Fig. 1: run 1, cell outlines without signal wires
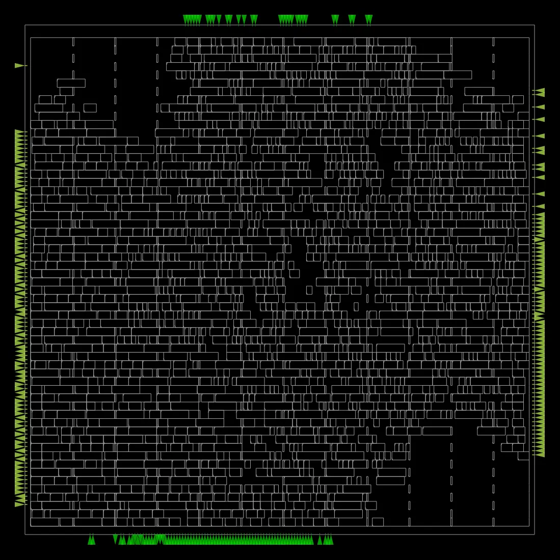
Fig. 2: run 1, metal layers overlaid
Scale: 3 px per um. Only two layers are drawn.
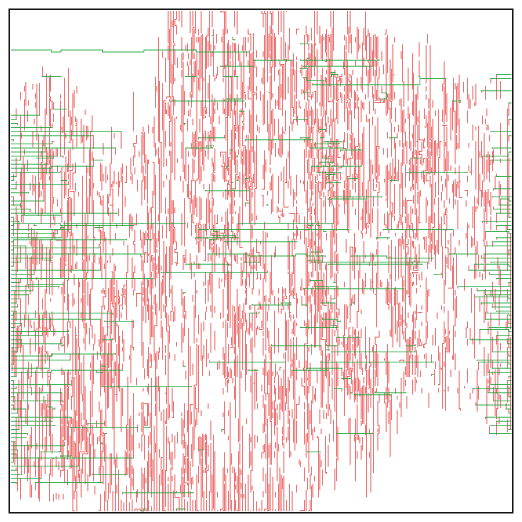
Fig. 3: run 1, ports around the boundary
Scale: 3 px per um. Pins as bars across the die edge, other pins in grey.
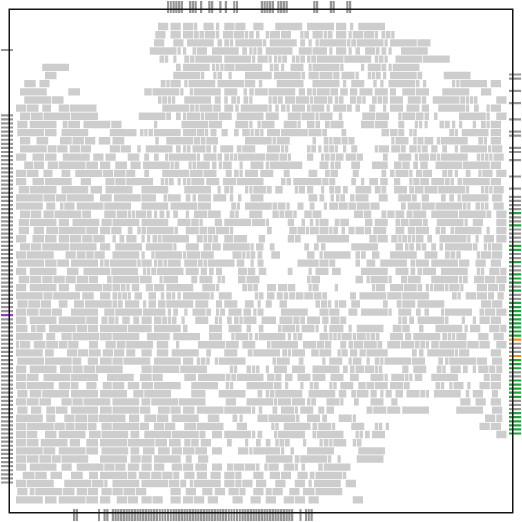
Fig. 4: run 1, cells by drive strength
Scale: 3 px per um.
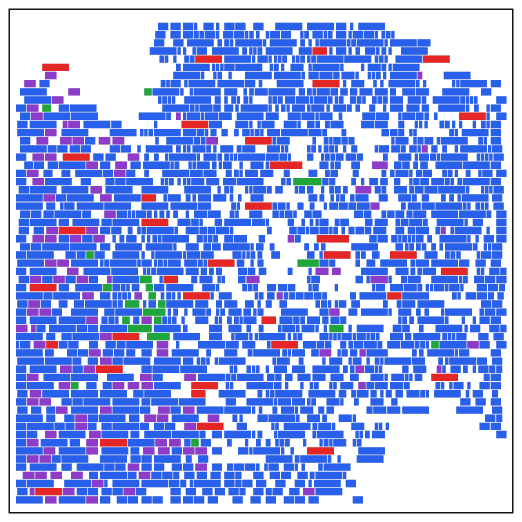
File: src/rtl/inter_layer_block_scheduler_pkg.sv
// -----------------------------------------------------------------------------
// inter_layer_block_scheduler_pkg
// Shared types for the inter-layer block scheduler: block-pair direction
// encodings, compute-unit encodings, scheduler FSM states and the tie-break
// helper used when both blocks carry the same workload.
// -----------------------------------------------------------------------------
package inter_layer_block_scheduler_pkg;

    localparam int ADDR_W = 32;
    localparam int DATA_W = 32;

    // Direction of block0 / block1 (first word names block0).
    typedef enum logic [1:0] {
        BT_FORWARD_FORWARD   = 2'd0,
        BT_FORWARD_BACKWARD  = 2'd1,
        BT_BACKWARD_FORWARD  = 2'd2,
        BT_BACKWARD_BACKWARD = 2'd3
    } block_type_e;

    typedef enum logic [1:0] {
        UNIT_NONE = 2'd0,
        UNIT_NPU  = 2'd1,
        UNIT_CIM  = 2'd2
    } unit_e;

    typedef enum logic [2:0] {
        ST_IDLE   = 3'd0,
        ST_LOAD0  = 3'd1,
        ST_LOAD1  = 3'd2,
        ST_DECIDE = 3'd3,
        ST_DONE   = 3'd4
    } sched_state_e;

    // On equal workloads the backward-direction block takes the NPU. Only the
    // forward/backward pair puts the backward block in slot 1; FF and BB fall
    // back to block0, and BF already has block0 backward.
    function automatic logic tie_prefers_block1(input block_type_e bt);
        return (bt == BT_FORWARD_BACKWARD);
    endfunction

endpackage

File: src/rtl/inter_layer_config_fetch.sv
// -----------------------------------------------------------------------------
// inter_layer_config_fetch
// Single-word read engine for the configuration memory. A request pulse
// launches one read; address and valid are held until the memory returns
// ready, at which edge the word is handed back and valid drops.
// Ports:
//   clk_i, rst_i         clock, asynchronous active-high reset
//   req_i, addr_i        start a read of addr_i (ignored while busy)
//   mem_addr_o           read address (0 whenever no read is outstanding)
//   mem_valid_o          read request
//   mem_data_i           read data from memory
//   mem_ready_i          read data valid / accept
//   busy_o               a read is outstanding
//   done_o, data_o       handshake completes at the coming edge; data_o is
//                        the word to capture on that edge
// -----------------------------------------------------------------------------
module inter_layer_config_fetch
    import inter_layer_block_scheduler_pkg::*;
(
    input  logic              clk_i,
    input  logic              rst_i,
    input  logic              req_i,
    input  logic [ADDR_W-1:0] addr_i,
    output logic [ADDR_W-1:0] mem_addr_o,
    output logic              mem_valid_o,
    input  logic [DATA_W-1:0] mem_data_i,
    input  logic              mem_ready_i,
    output logic              busy_o,
    output logic              done_o,
    output logic [DATA_W-1:0] data_o
);

    logic              r_valid;
    logic [ADDR_W-1:0] r_addr;

    always_ff @(posedge clk_i or posedge rst_i) begin
        if (rst_i) begin
            r_valid <= 1'b0;
            r_addr  <= '0;
        end else if (r_valid && mem_ready_i) begin
            // Address returns to zero together with valid.
            r_valid <= 1'b0;
            r_addr  <= '0;
        end else if (req_i && !r_valid) begin
            r_valid <= 1'b1;
            r_addr  <= addr_i;
        end
    end

    assign mem_addr_o  = r_addr;
    assign mem_valid_o = r_valid;
    assign busy_o      = r_valid;
    // Ready without an outstanding request is meaningless and ignored.
    assign done_o      = r_valid && mem_ready_i;
    assign data_o      = mem_data_i;

endmodule

File: src/rtl/inter_layer_block_scheduler.sv
// -----------------------------------------------------------------------------
// inter_layer_block_scheduler
// Fetches the workload word of two adjacent layer blocks from configuration
// memory and assigns each block to the NPU or the in-pipeline CIM.
// Ports:
//   clk_i, rst_i                       clock, asynchronous active-high reset
//   npu_capability_i                   NPU workload budget
//   in_pipeline_cim_capability_i       CIM workload budget
//   config_mem_addr_o/_read_valid_o    read request to config memory
//   config_mem_read_data_i/_ready_i    read response
//   block_type_i                       direction pair of block0/block1
//   block{0,1}_start_i/_length_i       config address and layer count
//   schedule_valid_i/schedule_ready_o  request handshake (ready = idle)
//   block{0,1}_unit_o                  0 none, 1 NPU, 2 CIM
//   schedule_done_o                    one-cycle strobe when units update
// -----------------------------------------------------------------------------
module inter_layer_block_scheduler
    import inter_layer_block_scheduler_pkg::*;
(
    input  logic              clk_i,
    input  logic              rst_i,
    input  logic [DATA_W-1:0] npu_capability_i,
    input  logic [DATA_W-1:0] in_pipeline_cim_capability_i,
    output logic [ADDR_W-1:0] config_mem_addr_o,
    output logic              config_mem_read_valid_o,
    input  logic [DATA_W-1:0] config_mem_read_data_i,
    input  logic              config_mem_read_ready_i,
    input  logic [1:0]        block_type_i,
    input  logic [ADDR_W-1:0] block0_start_i,
    input  logic [ADDR_W-1:0] block1_start_i,
    input  logic [31:0]       block0_length_i,
    input  logic [31:0]       block1_length_i,
    input  logic              schedule_valid_i,
    output logic              schedule_ready_o,
    output logic [1:0]        block0_unit_o,
    output logic [1:0]        block1_unit_o,
    output logic              schedule_done_o
);

    sched_state_e      r_state, w_state_next;
    block_type_e       r_type;
    logic [ADDR_W-1:0] r_start0, r_start1;
    logic              r_has0, r_has1;     // block has at least one layer
    logic [DATA_W-1:0] r_npu_cap, r_cim_cap;
    logic [DATA_W-1:0] r_w0, r_w1;
    unit_e             r_unit0, r_unit1;

    logic              w_fetch_req;
    logic [ADDR_W-1:0] w_fetch_addr;
    logic              w_fetch_busy, w_fetch_done;
    logic [DATA_W-1:0] w_fetch_data;

    unit_e             w_unit0, w_unit1;
    logic [DATA_W:0]   w_sum;
    logic              w_b1_npu;

    inter_layer_config_fetch u_fetch (
        .clk_i       (clk_i),
        .rst_i       (rst_i),
        .req_i       (w_fetch_req),
        .addr_i      (w_fetch_addr),
        .mem_addr_o  (config_mem_addr_o),
        .mem_valid_o (config_mem_read_valid_o),
        .mem_data_i  (config_mem_read_data_i),
        .mem_ready_i (config_mem_read_ready_i),
        .busy_o      (w_fetch_busy),
        .done_o      (w_fetch_done),
        .data_o      (w_fetch_data)
    );

    // Next state and fetch request. The request is raised in the first cycle
    // of a LOAD state, so valid appears on the cycle after entry.
    always_comb begin
        w_state_next = r_state;
        w_fetch_req  = 1'b0;
        w_fetch_addr = r_start0;
        case (r_state)
            ST_IDLE:   if (schedule_valid_i) w_state_next = ST_LOAD0;
            ST_LOAD0: begin
                if (!r_has0) begin
                    w_state_next = ST_LOAD1;
                end else begin
                    w_fetch_req = !w_fetch_busy;
                    if (w_fetch_done) w_state_next = ST_LOAD1;
                end
            end
            ST_LOAD1: begin
                w_fetch_addr = r_start1;
                if (!r_has1) begin
                    w_state_next = ST_DECIDE;
                end else begin
                    w_fetch_req = !w_fetch_busy;
                    if (w_fetch_done) w_state_next = ST_DECIDE;
                end
            end
            ST_DECIDE: w_state_next = ST_DONE;
            ST_DONE:   w_state_next = ST_IDLE;
            default:   w_state_next = ST_IDLE;
        endcase
    end

    // Unit decision. The sum is 33 bits so two large workloads cannot wrap
    // around and appear to fit the NPU budget.
    always_comb begin
        w_sum    = {1'b0, r_w0} + {1'b0, r_w1};
        w_b1_npu = (r_w1 > r_w0) || ((r_w1 == r_w0) && tie_prefers_block1(r_type));
        w_unit0  = UNIT_NPU;
        w_unit1  = UNIT_NPU;
        if (w_sum > {1'b0, r_npu_cap}) begin
            // The loser goes to CIM if it fits there, otherwise it queues
            // behind the winner on the NPU.
            if (w_b1_npu) begin
                w_unit0 = (r_w0 <= r_cim_cap) ? UNIT_CIM : UNIT_NPU;
            end else begin
                w_unit1 = (r_w1 <= r_cim_cap) ? UNIT_CIM : UNIT_NPU;
            end
        end
        if (!r_has0) w_unit0 = UNIT_NONE;
        if (!r_has1) w_unit1 = UNIT_NONE;
    end

    always_ff @(posedge clk_i or posedge rst_i) begin
        if (rst_i) begin
            r_state   <= ST_IDLE;
            r_type    <= BT_FORWARD_FORWARD;
            r_start0  <= '0;
            r_start1  <= '0;
            r_has0    <= 1'b0;
            r_has1    <= 1'b0;
            r_npu_cap <= '0;
            r_cim_cap <= '0;
            r_w0      <= '0;
            r_w1      <= '0;
            r_unit0   <= UNIT_NONE;
            r_unit1   <= UNIT_NONE;
        end else begin
            r_state <= w_state_next;
            case (r_state)
                ST_IDLE: begin
                    // Everything the run depends on is snapshotted here so
                    // later input changes cannot disturb it.
                    if (schedule_valid_i) begin
                        r_type    <= block_type_e'(block_type_i);
                        r_start0  <= block0_start_i;
                        r_start1  <= block1_start_i;
                        r_has0    <= (block0_length_i != '0);
                        r_has1    <= (block1_length_i != '0);
                        r_npu_cap <= npu_capability_i;
                        r_cim_cap <= in_pipeline_cim_capability_i;
                        r_w0      <= '0;
                        r_w1      <= '0;
                    end
                end
                ST_LOAD0:  if (r_has0 && w_fetch_done) r_w0 <= w_fetch_data;
                ST_LOAD1:  if (r_has1 && w_fetch_done) r_w1 <= w_fetch_data;
                ST_DECIDE: begin
                    r_unit0 <= w_unit0;
                    r_unit1 <= w_unit1;
                end
                default: ;
            endcase
        end
    end

    assign schedule_ready_o = (r_state == ST_IDLE);
    assign schedule_done_o  = (r_state == ST_DONE);
    assign block0_unit_o    = r_unit0;
    assign block1_unit_o    = r_unit1;

endmodule

File: config.mk
export PLATFORM = sky130hd
export DESIGN_NAME = inter_layer_block_scheduler
export DESIGN_NICKNAME = d
export VERILOG_FILES = /design/src/rtl/inter_layer_block_scheduler_pkg.sv /design/src/rtl/inter_layer_config_fetch.sv /design/src/rtl/inter_layer_block_scheduler.sv
export SDC_FILE = /design/constraint.sdc
export NUM_CORES = 1
export LEC_CHECK = 0
export CAP_MARGIN = 20
export CORE_MARGIN = 1.5
export CORE_UTILIZATION = 54
export DETAILED_ROUTE_END_ITERATION = 6
export PLACE_DENSITY = 0.87
export SLEW_MARGIN = 20
export SYNTH_ARGS = -nofsm -noshare
export SYNTH_HDL_FRONTEND = slang
export SYNTH_HIERARCHICAL = 1
export SYNTH_SLANG_ARGS = --single-unit
File: constraint.sdc
create_clock -name clk_i -period 7.6 [get_ports clk_i]
set_input_delay 1.52 -clock clk_i [delete_from_list [all_inputs] [get_ports clk_i]]
set_output_delay 1.52 -clock clk_i [all_outputs]
set_load 0.01 [all_outputs]
==> job_summary.md, run 1 <==
## PnR job results

| Metric | Value |
|---|---|
| Outcome | finished clean |
| Clock Path Buffers | 3 |
| Latest clock arrival within the worst-skew pair | between 0.5 and 0.6 ns |
| Net Count, Synth | 1911 |
| And-or/or-and share of the synthesized area | roughly 15% |
| Cts-stage hold buffer count | 0 |
| Clk sink count | 236 |
| Slew margin rel. | between 30% and 40% |
| Most common logic cell in the routed design | clkdlybuf4s50_1 |
| Synth Instances | 1520 |
| Initial antenna violation count | 0 |
| Mux contribution to synthesized area | 8.895% |
| Synthesized area | 14590 sq um |
| Ys cells | 1520 |
| Seq. cell area | 5906 sq um |
| Fin nets | around 2100 |
| Grt ovf | 0 |
| Largest net degree at the start of global routing | 143 |
| Lkg Pwr | 8.132 nW |
| Top cells excl fill/tap | clkdlybuf4s50_1 (268), dfrtp_1 (236), nand2_1 (217) |
| Cells on worst reg2reg path | 19 |
| Dominant cell area share | 40.49% |
| IO Port Bufs | 268 |
| Xor+xnor area frac | 1.621% |
| Fin crit period | 5.237 ns |
| Worst setup EP type | flip-flop |
| CTS H-Tree Depth | 1 |
| First-pass GRT wire length | 64210 um |
| Cell Type Count | 74 |
| Final WS setup | 2.363 ns |
| FILL cells | roughly 1900 |
| Adder share | 13.86% |
| ANT nets after route | 0 |
| CP Class | flip-flop to flip-flop |
| Final setup fails | 0 |
| Post-cts resize count | 0 |
| Root Buffer | clkbuf_16 |
| First-pass iteration count of the detailed router | 7 |
| Worst hold slack | 0.5037 ns |
| Simple-gate portion of the synthesized area | 12.72% |
| Max-capacitance violation count | 0 |
| Vias in the first global route | 12430 |
| Placer congestion estimate | 0.9326 |
| FP Util | 55.50% |
| PD cells | 416.7 nW/um^2 |
| RSZ-0062 raised after global routing | false |
| DRC viols | 0 |
| Synth warnings | 6 |
| Post-synth regs | between 200 and 250 |
| N_diodes | 0 |
About Fig. 1:
fin cells: 2082
Row Count: 59
Final Util: 68.99%
sequential share of cell area: 32.57%

About Fig. 2:
[metal 3] green | wire length: 2970 um
[metal 2] red | wire length: 18400 um
total number of vias: 11990
Tot GR Track Use: 28.42%
routed wire length: 39710 um

About Fig. 3:
[`block1_length_i`] green | pins: 32 | direction: input | edge: right
[`schedule_ready_o`] purple | pins: 1 | direction: output | edge: left
[`block_type_i`] orange | pins: 2 | direction: input | edge: right

About Fig. 4:
[_3 and _4 cells] green | cells: 20
[_6 and larger] red | cells: 35
[_2 cells] purple | cells: 125
[_0 and _1 cells] blue | cells: 1567

[run 1: state kept, by name, indices dropped and copies added (netlist names), 2 cells and up]
name	flops
block0_unit_o	2
r_start1	32
r_npu_cap	32
r_state	3
r_type	2
r_w0	32
r_start0	32
u_fetch/mem_addr_o	32
block1_unit_o	2
r_cim_cap	32
r_w1	32
[run 1: path summary, 6_finish.rpt]
path / slack, ns / endpoint / startpoint
min in group asynchronous: 1.61 / u_fetch/mem_addr_o[18]$_DFFE_PP0P_ / rst_i
worst min register to register: 0.50 / r_start0[27]$_DFFE_PP0P_ / r_start0[27]$_DFFE_PP0P_
worst min-delay path: 0.50 / r_start0[27]$_DFFE_PP0P_ / r_start0[27]$_DFFE_PP0P_
max in group asynchronous: 4.63 / r_w1[28]$_DFFE_PP0P_ / rst_i
worst max register to register: 2.36 / block1_unit_o[1]$_DFFE_PP0P_ / r_w0[0]$_DFFE_PP0P_
worst max-delay path: 2.36 / block1_unit_o[1]$_DFFE_PP0P_ / r_w0[0]$_DFFE_PP0P_
[run 1: routing by layer]
metal / part of all wire, % / global-route usage, % / vias up
li1: - / - / 5700
met1: 43 / 36.72 / 5781
met2: 46 / 47.39 / 406
met3: 7.5 / 6.571 / 98
met4: 3.3 / 9.009 / 0
met5: 0 / 0 / -
[run 1: power by group]
part	switching, mW	total (mW)	leakage (nW)	internal [mW]
registers	0.412	2.24	2.97	1.83
logic	2.28	4.06	4.73	1.78
clock network	0.528	1.25	0.428	0.724
total	3.22	7.56	8.13	4.33
[run 1: stage by stage]
step,area (sq um),power [mW],instances,util (%)
floorplan,14590,4.987,1520,-
global placement,17270,6.031,2035,65.70
detailed placement,17270,6.209,2035,65.72
CTS,18130,7.528,2082,68.99
global route,18130,8.137,2082,68.99
finish,18130,7.556,2082,68.99
[run 1: critical path, cell delays in order, from the launching register on]
cell       delay, ns
dfrtp_1         0.41
ha_1            0.23
inv_1           0.07
fa_1            0.21
nor2_2          0.05
o311a_1         0.30
or4b_4          0.53
a211oi_4        0.35
o311ai_4        0.20
a2111oi_2       0.40
nor2_1          0.10
xnor2_1         0.14
ha_1            0.31
nand4_1         0.12
or4_1           0.43
or4_1           0.56
o2bb2ai_1       0.14
o22ai_1         0.10
o211a_1         0.16
o41ai_2         0.31
[run 1: cell families after synthesis]
family	count (synthesis)
flops	236
xor+xnor	27
fa+ha+maj	161
simple gates	400
buf+inv	225
compound gates	355
mux	116
[run 1: layout make-up]
cell class / count / share of cell area [%]
flip-flops and latches: 236 / 32.57
repair buffers: 277 / 15.17
clock buffers: 35 / 4.106
inverters: 128 / 2.691
well taps: 335 / 2.312
multi-input cells: 1059 / 42.51
clock inverters: 12 / 0.6418
Fig. 5: run 1, I/O nets highlighted
Scale: 1.5 px per um.
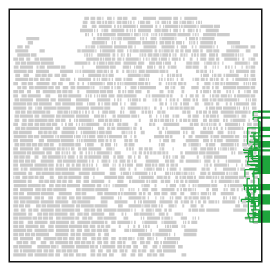

==> run 2: changes to the inputs <==
- CORE_UTILIZATION: 54 -> 48
- PLACE_DENSITY: 0.87 -> 0.82
- clock period: 7.6 -> 4.7 ns (I/O delays scaled with it)
Fig. 6: run 2, I/O nets highlighted
Scale: 1.5 px per um.
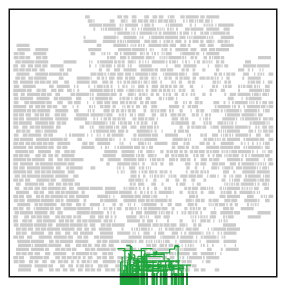
[`block1_length_i`] green | bits: 32 | direction: input | edge: bottom | end cells: 8 | buffers: 32 | wire: 742 um
IO Port Bufs: 268
# IOs: 269

==> job_summary.md, run 2 <==
## PnR job results

| Metric | Value |
|---|---|
| Outcome | complete, but fails checks |
| Failing checks | negative setup slack |
| Dominant cell area share | 40.49% |
| Latest clock arrival within the worst-skew pair | 0.55 ns |
| CTS H-Tree Depth | 1 |
| Net Count, Synth | 1911 |
| Final WS setup | -0.2622 ns |
| Max-capacitance violation count | 0 |
| Clk sink count | around 240 |
| Synthesized area | around 15000 sq um |
| First-pass iteration count of the detailed router | 6 |
| Switching Power | 5.370 mW |
| Slew margin rel. | 37.64% |
| Routed wire length | 41690 um |
| Ys cells | ~1500 |
| PD cells | a little under 700 nW/um^2 |
| Tot GR Track Use | between 20 and 30% |
| Final setup fails | 4 |
| Initial antenna violation count | 1 |
| Lkg Pwr | 8.598 nW |
| Root Buffer | clkbuf_16 |
| Sequential share of power | between 20% and 30% |
| CP Class | flip-flop to flip-flop |
| Cell Type Count | between 70 and 80 |
| Fin nets | 2211 |
| Total number of vias | 12340 |
| RSZ-0062 raised after global routing | true |
| FP Util | 48.95% |
| Grt ovf | 0 |
| First-pass GRT wire length | 67080 um |
-- run 2: cell counts after synthesis --
No cell type changed its count.
-- run 2: final timing paths --
kind	start	endpoint	slack, ns	cells after the start
worst max-delay path	r_w0[0]$_DFFE_PP0P_	block1_unit_o[0]$_DFFE_PP0P_	-0.26	19
worst min-delay path	u_fetch/mem_addr_o[11]$_DFFE_PP0P_	u_fetch/mem_addr_o[11]$_DFFE_PP0P_	0.50	1
worst max register to register	r_w0[0]$_DFFE_PP0P_	block1_unit_o[0]$_DFFE_PP0P_	-0.26	19
worst min register to register	u_fetch/mem_addr_o[11]$_DFFE_PP0P_	u_fetch/mem_addr_o[11]$_DFFE_PP0P_	0.50	1
max in group asynchronous	rst_i	r_npu_cap[10]$_DFFE_PP0P_	2.97	3
min in group asynchronous	rst_i	u_fetch/mem_addr_o[16]$_DFFE_PP0P_	0.74	2
-- run 2: worst max-delay path, stage by stage, from the launching register on --
cell and delay (ns):
dfrtp_1 0.38, ha_2 0.19, inv_2 0.05, fa_2 0.21, nor2_2 0.05, o311a_1 0.32
or4b_4 0.53, a211oi_4 0.31, o311ai_4 0.16, a2111oi_2 0.41, nor2_1 0.10, xnor2_1 0.14
ha_1 0.29, nand4_1 0.11, or4_4 0.44, or4_4 0.44, o2bb2ai_2 0.15, o22ai_2 0.11
o211a_1 0.17, o31a_1 0.29
-- run 2: kinds of logic after synthesis --
family | Yosys count | share of synthesized area, %
adders and majority gates | 161 | 13.86
DFF | 236 | 40.49
xor gates and xnor gates | 27 | 1.621
muxes | 116 | 8.895
and+or+nand+nor | 400 | 12.72
AOI/OAI and AO/OA | 355 | 15.42
buffers and inverters | 225 | 6.991
-- run 2: power by group through the flow --
stage	Sequential [mW]	Combinational, mW	Clock, mW
floorplan	3.45	4.62	0
global placement	3.53	6.78	0
detailed placement	3.58	7.00	0
CTS	3.57	7.17	2.18
global route	3.67	7.97	2.27
finish	3.56	7.21	2.15
-- run 2: stage by stage --
stage               worst slack [ns]  instances  hold WS, ns  area, sq um  total power [mW]
global route                 -0.4180       2228       0.5119        18990             13.91
finish                       -0.2622       2228       0.5010        18990             12.93
detailed placement           -0.3787       2169       0.4831        17970             10.59
CTS                          -0.1830       2226       0.5055        18960             12.92
global placement             -0.2508       2169       0.4837        17970             10.30
floorplan                   -0.04683       1520       0.4716        14600             8.065
-- run 2: area by class of cell --
class | count | area [sq um]
Multi-Input combinational cell | 1059 | 7742
Clock inverter | 7 | 102.6
Sequential cell | 236 | 5906
Tap cell | 390 | 488.0
Fill cell | 2393 | 10810
Timing Repair Buffer | 368 | 3471
Clock buffer | 40 | 794.5
Inverter | 128 | 484.2
-- run 2: repair_timing --
action / CTS / global route
resized: 5 / 3
endpoints found under the setup margin: 4 / 4
setup buffers: 10 / 2
pin swaps: 4 / 5
hold buffers: 0 / 0
-- run 2: per-layer routing --
layer	share of wire (%)	track usage (%)
met3	8.0	6.277
met5	0.031	0
met4	3.2	8.228
met2	46	44.53
met1	42	34.85
==> run 3: changes to the inputs <==
- SKIP_LAST_GASP: unset -> 1
Fig. 7: run 3, cell outlines without signal wires
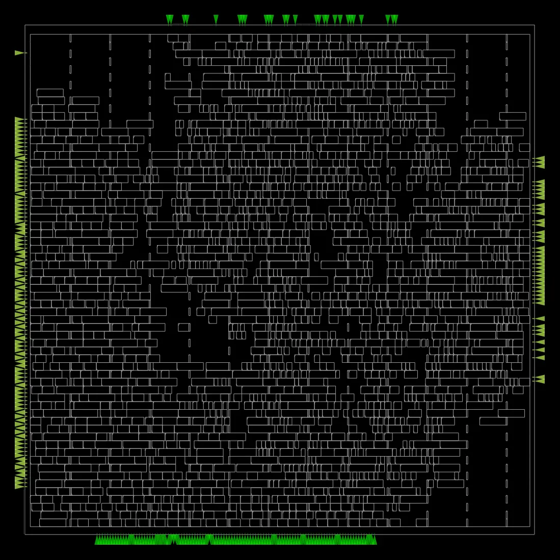
fin cells: 2228
Row Count: 63

==> job_summary.md, run 3 <==
## PnR job results

| Metric | Value |
|---|---|
| Hold Crit Endpoint | u_fetch/mem_addr_o[11]$_DFFE_PP0P_ |
| PD cells | approximately 680 nW/um^2 |
| Fin crit period | a little under 5 ns |
| Cell Type Count | approximately 74 |
| Clock Path Buffers | 3 |
| Reg2reg start | r_w0[0]$_DFFE_PP0P_ |
| Outcome | complete, but fails checks |
| Dominant cell area share | 40.49% |
| Cts-stage hold buffer count | 0 |
| Latest clock arrival within the worst-skew pair | 0.55 ns |
| ANT nets after route | 0 |
| Worst setup EP type | flip-flop |
| Failing checks | negative setup slack |
| # IOs | 269 |
| Final WS setup | -0.2622 ns |
| Slowest CP cell | or4b_4 |
| Lkg Pwr | 8.598 nW |
| Final setup fails | 4 |
| Synth warnings | 6 |
| Vias in the first global route | 12690 |
| Critical Path Max Stage Delay | 0.53 ns |
run 3: cell counts after synthesis:
No cell type changed its count.
run 3: report_power, final:
| group | switching [mW] | internal, mW |
|---|---|---|
| sequential | 0.606 | 2.96 |
| clock | 0.878 | 1.28 |
| combinational | 3.89 | 3.33 |
| total | 5.37 | 7.56 |
run 3: routing by layer:
layer | share of wire, % | GRT usage, % | vias to the layer above
li1 | - | - | 5884
met1 | 42 | 34.85 | 5921
met2 | 46 | 44.53 | 446
met3 | 8.0 | 6.277 | 85
met4 | 3.2 | 8.228 | 2
met5 | 0.031 | 0 | -
run 3: through the flow:
stage / setup WS (ns) / util, % / hold slack [ns]
after floorplan: -0.04683 / - / 0.4716
after global placement: -0.2508 / 60.30 / 0.4837
after detailed placement: -0.3787 / 60.30 / 0.4831
after CTS: -0.1830 / 63.63 / 0.5055
after global routing: -0.4180 / 63.73 / 0.5119
final: -0.2622 / 63.73 / 0.5010
run 3: area by class of cell:
type / count / area share (%)
Timing Repair Buffer: 368 / 18.28
Clock inverter: 7 / 0.5403
Clock buffer: 40 / 4.184
Multi-Input combinational cell: 1059 / 40.77
Inverter: 128 / 2.550
Sequential cell: 236 / 31.10
Tap cell: 390 / 2.570
run 3: cells by family after synthesis:
family | synth area share (%)
compound gates | 15.42
xor+xnor | 1.621
fa+ha+maj | 13.86
buf+inv | 6.991
flops | 40.49
mux | 8.895
simple gates | 12.72
run 3: worst max path at each step:
stage / slack, ns / to / cells past startpoint
2_1_floorplan: -0.05 / block1_unit_o[0]$_DFFE_PP0P_ / 19
3_3_place_gp: -0.25 / block1_unit_o[0]$_DFFE_PP0P_ / 19
3_5_place_dp: -0.38 / block1_unit_o[0]$_DFFE_PP0P_ / 19
4_1_cts: -0.18 / block1_unit_o[0]$_DFFE_PP0P_ / 19
5_1_grt: -0.42 / block1_unit_o[0]$_DFFE_PP0P_ / 19
6_report: -0.26 / block1_unit_o[0]$_DFFE_PP0P_ / 19
run 3: critical path, delay by kind of cell (launching register included):
family	cells	cell delay [ns]
buf+inv	1	0.05
fa+ha+maj	3	0.69
compound gates	8	1.92
xor+xnor	1	0.14
simple gates	6	1.67
flops	1	0.38
run 3: what timing repair did:
action | in CTS | in global routing
setup endpoints to repair | 4 | 4
gates resized | 5 | 3
setup buffers | 10 | 2
pin swaps | 4 | 5
Power figures rest on the tool's default switching activity, not on a simulated workload.
